===== config.mk =====
export PLATFORM = sky130hd
export DESIGN_NAME = alu_arbiter
export DESIGN_NICKNAME = d
export VERILOG_FILES = /design/src/rtl/alu_arb_pkg.sv /design/src/rtl/rr_arb2.sv /design/src/rtl/alu_arbiter.sv
export SDC_FILE = /design/constraint.sdc
export NUM_CORES = 1
export LEC_CHECK = 0
export CORE_MARGIN = 3
export CORE_UTILIZATION = 39
export DETAILED_ROUTE_END_ITERATION = 16
export GPL_ROUTABILITY_DRIVEN = 0
export PLACE_DENSITY = 0.81
export SLEW_MARGIN = 20
export SYNTH_ARGS = -nofsm -noshare
export SYNTH_HDL_FRONTEND = slang
export SYNTH_HIERARCHICAL = 1
export SYNTH_SLANG_ARGS = --single-unit

===== constraint.sdc =====
create_clock -name clk -period 3.7 [get_ports clk]
set_clock_uncertainty 0.2 [all_clocks]
set_input_delay 0.37 -clock clk [delete_from_list [all_inputs] [get_ports clk]]
set_output_delay 0.37 -clock clk [all_outputs]
set_load 0.02 [all_outputs]

===== src/rtl/alu_arb_pkg.sv =====
// Shared types and defaults for the two-requester ALU arbiter.
// The FSM state encoding, default widths and the requester-ID width live here.
package alu_arb_pkg;

   localparam int DEF_DATA_W = 32;
   localparam int DEF_CTRL_W = 5;
   localparam int ID_W       = 1;
   localparam int CNT_W      = 4;

   typedef enum logic [1:0] {
      ST_IDLE = 2'd0,
      ST_EXEC = 2'd1,
      ST_DONE = 2'd2
   } state_t;

endpackage


===== src/rtl/rr_arb2.sv =====
// Two-way round-robin grant: a lone requester always wins. When both request,
// the one that was not granted last wins (last_grant=1 means req1 went last).
module rr_arb2
   import alu_arb_pkg::*;
(
   input  logic valid0,
   input  logic valid1,
   input  logic last_grant,
   output logic grant0,
   output logic grant1
);

   assign grant0 = valid0 & (~valid1 | last_grant);
   assign grant1 = valid1 & (~valid0 | ~last_grant);

endmodule


===== src/rtl/alu_arbiter.sv =====
// Shares one external multi-cycle ALU between two requesters. Each accepted
// operation is driven to the ALU, waited out for ALU_LAT cycles, then held as a response.
module alu_arbiter
   import alu_arb_pkg::*;
#(
   parameter int DATA_W  = DEF_DATA_W,
   parameter int CTRL_W  = DEF_CTRL_W,
   parameter int ALU_LAT = 1
) (
   input  logic              clk,
   input  logic              rst,

   input  logic              req0_valid,
   output logic              req0_ready,
   input  logic [DATA_W-1:0] req0_a,
   input  logic [DATA_W-1:0] req0_b,
   input  logic [CTRL_W-1:0] req0_ctrl,

   input  logic              req1_valid,
   output logic              req1_ready,
   input  logic [DATA_W-1:0] req1_a,
   input  logic [DATA_W-1:0] req1_b,
   input  logic [CTRL_W-1:0] req1_ctrl,

   output logic              rsp_valid,
   input  logic              rsp_ready,
   output logic              rsp_id,
   output logic [DATA_W-1:0] rsp_y,
   output logic              rsp_cout,

   output logic [DATA_W-1:0] alu_a,
   output logic [DATA_W-1:0] alu_b,
   output logic [CTRL_W-1:0] alu_ctrl,
   input  logic [DATA_W-1:0] alu_y,
   input  logic              alu_cout
);

   generate
      if (ALU_LAT < 1 || ALU_LAT > 15) begin : g_bad_lat
         $error("alu_arbiter: ALU_LAT must be in 1..15");
      end
   endgenerate

   state_t              r_state;
   state_t              w_state_next;

   logic [CNT_W-1:0]    r_cnt;
   logic                r_last_grant;
   logic [ID_W-1:0]     r_rsp_id;
   logic [DATA_W-1:0]   r_rsp_y;
   logic                r_rsp_cout;
   logic [DATA_W-1:0]   r_alu_a;
   logic [DATA_W-1:0]   r_alu_b;
   logic [CTRL_W-1:0]   r_alu_ctrl;

   logic                w_grant0;
   logic                w_grant1;
   logic                w_ready0;
   logic                w_ready1;
   logic                w_accept;
   logic                w_exec_last;

   rr_arb2 u_rr_arb2 (
      .valid0     (req0_valid),
      .valid1     (req1_valid),
      .last_grant (r_last_grant),
      .grant0     (w_grant0),
      .grant1     (w_grant1)
   );

   assign w_accept    = w_ready0 | w_ready1;
   // Counter never drops below 1 while in EXEC, so <= 1 only guards against a stuck FSM.
   assign w_exec_last = (r_state == ST_EXEC) && (r_cnt <= CNT_W'(1));

   always_ff @(posedge clk or posedge rst) begin
      if (rst) begin
         r_state <= ST_IDLE;
      end else begin
         r_state <= w_state_next;
      end
   end

   always_comb begin
      w_state_next = r_state;
      case (r_state)
         ST_IDLE: if (w_accept)    w_state_next = ST_EXEC;
         ST_EXEC: if (w_exec_last) w_state_next = ST_DONE;
         ST_DONE: if (rsp_ready)   w_state_next = ST_IDLE;
         default:                  w_state_next = ST_IDLE;
      endcase
   end

   // Readies are gated by rst so nothing is offered while reset is held.
   always_comb begin
      w_ready0  = 1'b0;
      w_ready1  = 1'b0;
      rsp_valid = 1'b0;
      if (r_state == ST_IDLE && !rst) begin
         w_ready0 = w_grant0;
         w_ready1 = w_grant1;
      end
      if (r_state == ST_DONE) begin
         rsp_valid = 1'b1;
      end
   end

   always_ff @(posedge clk or posedge rst) begin
      if (rst) begin
         r_alu_a      <= '0;
         r_alu_b      <= '0;
         r_alu_ctrl   <= '0;
         r_rsp_id     <= '0;
         r_rsp_y      <= '0;
         r_rsp_cout   <= 1'b0;
         r_cnt        <= '0;
         r_last_grant <= 1'b1;
      end else if (w_accept) begin
         r_alu_a      <= w_ready0 ? req0_a    : req1_a;
         r_alu_b      <= w_ready0 ? req0_b    : req1_b;
         r_alu_ctrl   <= w_ready0 ? req0_ctrl : req1_ctrl;
         r_rsp_id     <= w_ready1;
         r_last_grant <= w_ready1;
         r_cnt        <= CNT_W'(ALU_LAT);
      end else if (r_state == ST_EXEC) begin
         if (r_cnt != '0) begin
            r_cnt <= r_cnt - CNT_W'(1);
         end
         if (w_exec_last) begin
            r_rsp_y    <= alu_y;
            r_rsp_cout <= alu_cout;
         end
      end
   end

   assign req0_ready = w_ready0;
   assign req1_ready = w_ready1;
   assign rsp_id     = r_rsp_id;
   assign rsp_y      = r_rsp_y;
   assign rsp_cout   = r_rsp_cout;
   assign alu_a      = r_alu_a;
   assign alu_b      = r_alu_b;
   assign alu_ctrl   = r_alu_ctrl;

endmodule


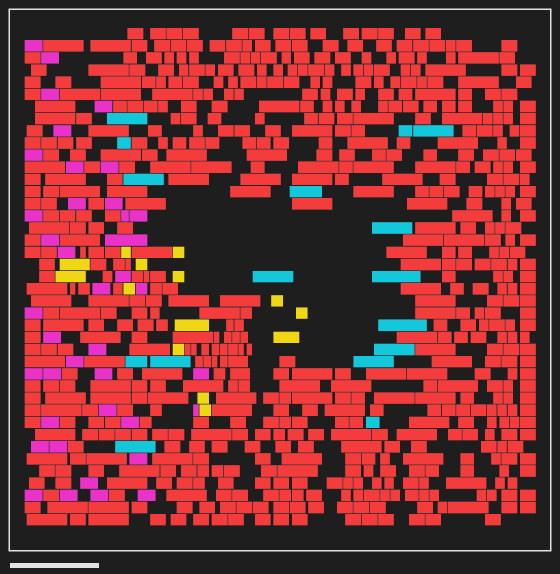
*Cells by drive strength*
Scale bar: 20 um.
x3 and x4 -> yellow  # cells 14, share 2.0%
x6 and larger -> cyan  # cells 16, share 2.3%
x2 -> magenta  # cells 39, share 5.6%
x1 and smaller -> red  # cells 630, share 90%

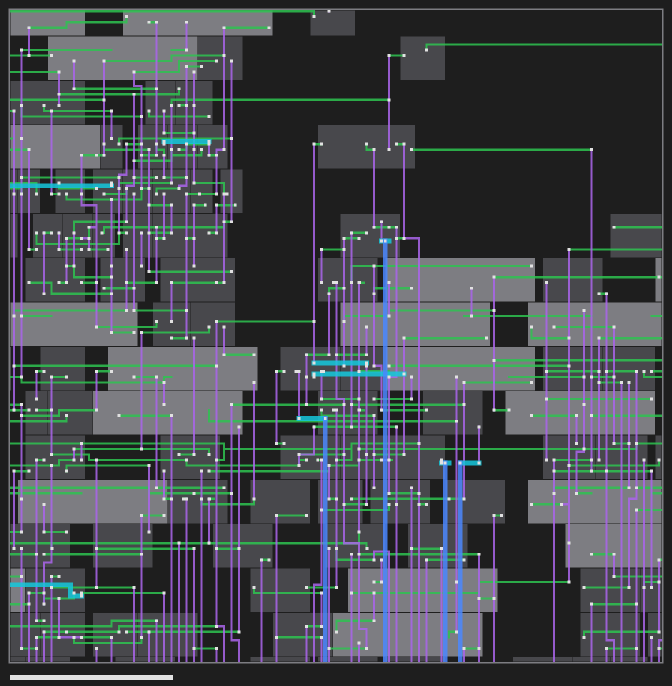
*Zoomed window*
Scale bar: 10 um. Window x 40 to 80, y 16 to 56 um. Cells in grey, sequential cells in the stronger grey; small squares are vias.
M4 -> blue
M1 -> green
M2 -> purple
M3 -> cyan
most frequent = dfrtp_1 (17), clkdlybuf4s50_1 (15), nor3b_1 (7)
sequential cells in the window = 17
cells with their middle in the window = 83
netlist names of flops here include = alu_a (6), alu_ctrl (4), r_cnt (4)

==> CHANGELOG.md <==
### Changed

* Period utilization at 78.2%
* Met1 GRT Util at between 20% and 30%
* Pint at 4.17 mW
* H-tree levels at 3
* Area share of and/or/nand/nor cells after synthesis at between 10 and 15%
* Worst setup path startpoint: r_last_grant$_DFFE_PP1P_
* CTS tree: done
* Power per cell area at 790 nW/um^2
* Clock power frac at 15.9%
* GR peak layer: met2
* Total gr overflow at 0
* Hold Path Class: reg -> reg
* RSZ-0062 raised after global routing: false
* Crit path top cell by count: inv_1
* Setup TNS at 0 ns
* Clk latency late pin at 0.34 ns
* Slew HR at just under 60%
* Logic area at 2190 um^2
* Worst Setup EP: req0_ready
* Final HPWL DP at about 12000 um
* Startpoint types: flip-flop
* Die Width at 121 um
* Count of pins over their slew limit at 0
* Yosys cell count at 436
* Logic share of the area at 26.0%
* Status: finished, final reports clean
* Vias in the first global route at 4845
* Post-synthesis cell area at 5150 um^2
* Minimum clock period at 2.89 ns
* Top cell area share at 53.0%
* Setup violators final at 0
* Peak Freq at 0.346 GHz
* Yosys aoi share at 23.0%
* Synthesis Warnings at 6
* MI comb cells at about 270
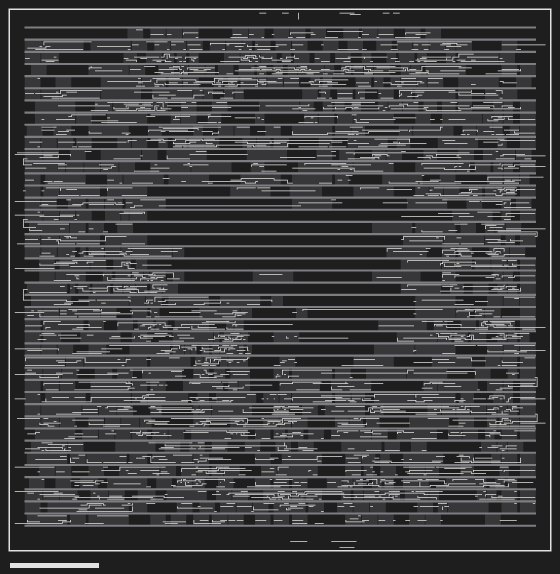
*Signal wires on met1*
Scale bar: 20 um. Supply wires on this layer in grey.
wire length on this layer = 6080 um
nets with wire on the layer = 747
longest straight run = 32.7 um
main direction = horizontal

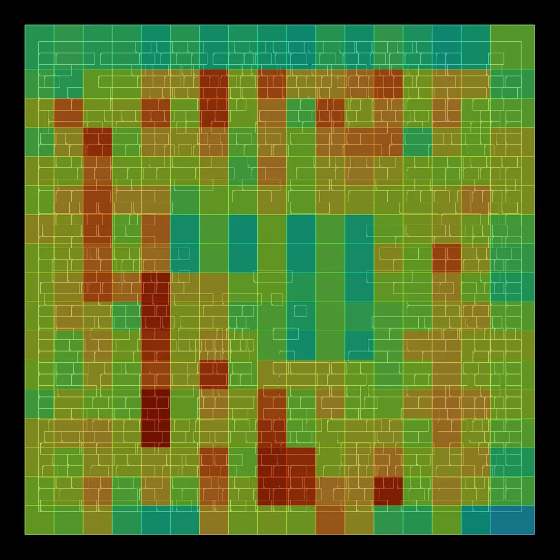
*Routing congestion*
met3 usage: 8.58%
post-layout util: 65.9%
M2 GR Usage: 37.4%

No activity file was given, so power comes from the tool's default toggle rates.
